**config.mk**
```make
export PLATFORM = sky130hd
export DESIGN_NAME = fifo_wr_arbiter
export DESIGN_NICKNAME = d
export VERILOG_FILES = /design/src/rtl/fifo_wr_arbiter.sv
export SDC_FILE = /design/constraint.sdc
export NUM_CORES = 1
export LEC_CHECK = 0
export ABC_CLOCK_PERIOD_IN_PS = 3630
export CAP_MARGIN = 20
export CORE_MARGIN = 1.5
export CORE_UTILIZATION = 40
export DETAILED_ROUTE_END_ITERATION = 10
export GPL_ROUTABILITY_DRIVEN = 0
export HOLD_SLACK_MARGIN = 0.1
export PLACE_DENSITY = 0.86
export RECOVER_POWER = 50
export SYNTH_ARGS = -nofsm -noshare
export SYNTH_HDL_FRONTEND = slang
export SYNTH_SLANG_ARGS = --single-unit
```
**constraint.sdc**
```tcl
create_clock -name w_clk -period 3.63 [get_ports w_clk]
set_input_delay 0.5445 -clock w_clk [delete_from_list [all_inputs] [get_ports w_clk]]
set_output_delay 0.5445 -clock w_clk [all_outputs]
set_load 0.03 [all_outputs]
```
**src/rtl/fifo_wr_arbiter.sv**
```systemverilog
// Round-robin arbiter that shares a single FIFO write port among num_req producers.
// Each grant covers a bounded burst; full stalls the burst without losing its place.
module fifo_wr_arbiter #(
  parameter int num_req    = 4,
  parameter int word_width = 8,
  parameter int max_burst  = 4
) (
  input  logic                          w_clk,
  input  logic                          reset_n,
  input  logic [num_req-1:0]            req,
  input  logic [num_req*word_width-1:0] req_data,
  input  logic [num_req-1:0]            req_last,
  input  logic                          full,
  output logic                          wr,
  output logic [word_width-1:0]         data_in,
  output logic [num_req-1:0]            grant,
  output logic [num_req-1:0]            ack,
  output logic                          busy
);

  // state   | meaning
  // st_idle | no grant; picks the next requester after the round-robin pointer
  // st_xfer | one producer granted; writes while req & ~full, leaves on last/burst/withdraw
  localparam int cnt_w = $clog2(max_burst) + 1;
  localparam int ptr_w = (num_req > 1) ? $clog2(num_req) : 1;

  localparam logic [0:0] st_idle = 1'b0;
  localparam logic [0:0] st_xfer = 1'b1;

  logic [0:0]       state;
  logic [cnt_w-1:0] count;
  logic [ptr_w-1:0] ptr;
  logic [ptr_w-1:0] sel_idx;
  logic [ptr_w-1:0] g_idx;
  logic             sel_found;
  logic             req_g;
  logic             last_g;
  logic             burst_end;
  logic             exit_xfer;

  // Search upward from ptr+1 so the last-served producer has lowest priority.
  always_comb begin
    sel_found = 1'b0;
    sel_idx   = '0;
    for (int i = 1; i <= num_req; i++) begin
      if (!sel_found && req[(int'(ptr) + i) % num_req]) begin
        sel_found = 1'b1;
        sel_idx   = ptr_w'((int'(ptr) + i) % num_req);
      end
    end
  end

  always_comb begin
    g_idx   = '0;
    req_g   = 1'b0;
    last_g  = 1'b0;
    data_in = '0;
    for (int i = 0; i < num_req; i++) begin
      if (grant[i]) begin
        g_idx   = ptr_w'(i);
        req_g   = req[i];
        last_g  = req_last[i];
        data_in = req_data[i*word_width +: word_width];
      end
    end
  end

  assign busy      = (state == st_xfer);
  assign wr        = busy & req_g & ~full;
  assign ack       = grant & {num_req{wr}};
  assign burst_end = (count == cnt_w'(max_burst - 1));
  // A withdrawn request ends the burst even while full is stalling it.
  assign exit_xfer = ~req_g | (wr & (last_g | burst_end));

  always_ff @(posedge w_clk or negedge reset_n) begin
    if (!reset_n) begin
      state <= st_idle;
      grant <= '0;
      count <= '0;
      ptr   <= ptr_w'(num_req - 1);
    end else begin
      case (state)
        st_idle: begin
          if (sel_found) begin
            grant <= num_req'(1) << sel_idx;
            count <= '0;
            state <= st_xfer;
          end
        end
        st_xfer: begin
          if (exit_xfer) begin
            ptr   <= g_idx;
            grant <= '0;
            count <= '0;
            state <= st_idle;
          end else if (wr) begin
            count <= count + cnt_w'(1);
          end
        end
        default: begin
          grant <= '0;
          count <= '0;
          state <= st_idle;
        end
      endcase
    end
  end

  a_grant_onehot: assert property (@(posedge w_clk) disable iff (!reset_n) $onehot0(grant));
  a_no_wr_full:   assert property (@(posedge w_clk) disable iff (!reset_n) full |-> !wr);
  a_ack_grant:    assert property (@(posedge w_clk) disable iff (!reset_n) wr |-> (ack == grant));
  a_count_bound:  assert property (@(posedge w_clk) disable iff (!reset_n)
                                   count <= cnt_w'(max_burst - 1));

endmodule

```
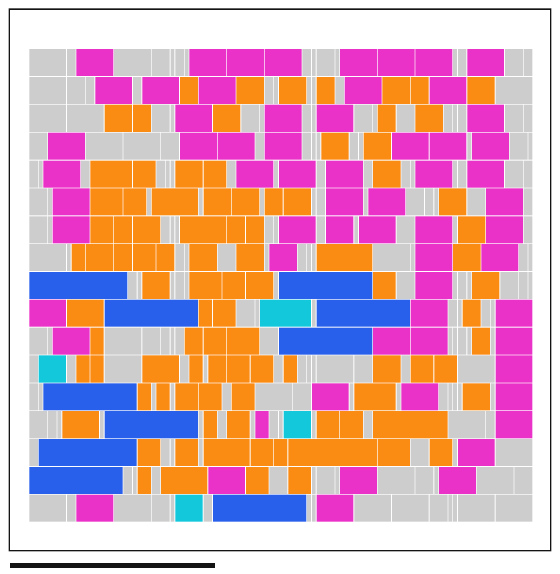
cell_classes.png
Bar = 20 um. Fill, decap, tap and diode cells in grey.
all other logic: marked orange, cells 94, share of their area 42%. other buffers and delay cells: marked magenta, cells 63, share of their area 39%. flops: marked blue, cells 10, share of their area 16%. clock drivers and dummy loads: marked cyan, cells 4, share of their area 2.3%.
fraction of area in registers: 15.7%
post-route cell area: 1610 um2
post-layout util: 70.8%

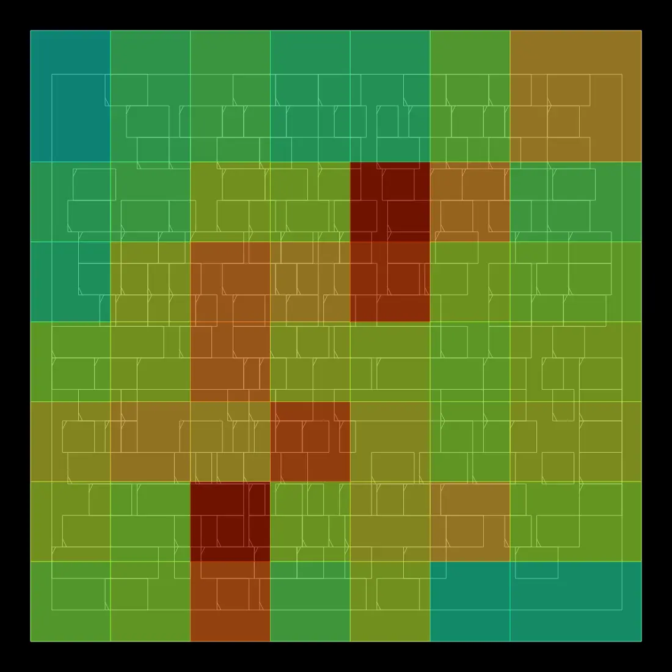
final_congestion.png
met3 Usage GRT: 6.86%
drt wl/cell: 15.8 um
most used routing layer: met2

==> flow_metrics.env <==
# implementation run metrics
export IMPL_status="finished, final reports clean"
export IMPL_path_max_fanout=7
export IMPL_edf_count=0
export IMPL_cpPeakStageDelay_ns=0.67
export IMPL_fillers=187
export IMPL_layout_drive_gt1_share_pct=8.77
export IMPL_flop_cell="dfrtp_1"
export IMPL_arrival_ns=2.76
export IMPL_buffers_excl_clock=63
export IMPL_switching_share_pct=50.4
export IMPL_dp_cells=195
export IMPL_synthArstFlopShare_pct=100
export IMPL_finalSetupTns_ns=0
export IMPL_nonClkBufAreaFrac_pct=38.4
export IMPL_timing_final_crit_share_pct=90.9
export IMPL_largest_class="logic gates"
export IMPL_clk_pin_slew_ns=0.06
export IMPL_worstHoldStart="count[0]$_DFFE_PN0P_"
export IMPL_dr_pass1_iters=4
export IMPL_grt_max_degree=22
export IMPL_cts_resized=0
export IMPL_die_w_um=52.7
export IMPL_drt_iter0_markers=17
export IMPL_ys_seq_share_pct=25.5
export IMPL_layout_top_cells="clkdlybuf4s50_1, a22oi_1, o21ai_0"
export IMPL_reg2reg_to="ptr[0]$_DFFE_PN1P_"
export IMPL_n_tap_cell=28
export IMPL_final_cells=199
export IMPL_holdPathEnd="count[0]$_DFFE_PN0P_"
export IMPL_critPathLaunchType="primary input"
export IMPL_r2r_cells=5
export IMPL_cp_depth=5
export IMPL_synth_distinct_cells=41
export IMPL_wl_mm=3.14
export IMPL_numSynthFlops=10
export IMPL_pg_seq_mw=0.231
export IMPL_core_um2=2280
export IMPL_top_area_share_pct=20.2
export IMPL_grt_remaining_overflow=0
export IMPL_crit_slowest_cell="clkdlybuf4s50_1"
export IMPL_p_comb_mw=0.836
export IMPL_p_per_area_nw_per_um2=725
export IMPL_power_leakage_nw=0.619
export IMPL_ir_worst_vdd_mv=0.551
export IMPL_clk_latency_ns=0.27
export IMPL_crit_path_end="ack[2]"
export IMPL_seq_cell_count=10
export IMPL_clock_root_buffer="clkbuf_4"
export IMPL_postSynthCellCount=112
export IMPL_rsz0062_at_grt="false"
export IMPL_hpwl_mm=2.48
export IMPL_tightest_slew_ns=0.668
-- cell families after synthesis --
group | synth area share [%]
buffers and inverters | 7.71
AND/OR/NAND/NOR | 27.9
multiplexers | 4.17
AND-OR/OR-AND | 32.1
adder cells (fa/ha/maj) | 2.53
flip-flops | 25.5
-- routing by layer --
layer	vias to the layer above	track usage, %	routed length, um
met3	8	6.86	186
met1	544	30.0	1350
met4	0	10.7	63
li1	560	-	-
met2	37	40.4	1540
met5	-	0	0
-- metrics by stage --
stage	hold WS [ns]	power, mW
after floorplan	0.249	0.811
after CTS	0.498	1.21
after detailed placement	0.489	1.10
after global placement	0.465	1.08
final	0.495	1.17
after global routing	0.511	1.25
-- registers in the layout, indices dropped and copies added (netlist names) --
name	flops
busy	1
ptr	2
count	3
grant	4
No activity file was given, so power comes from the tool's default toggle rates.
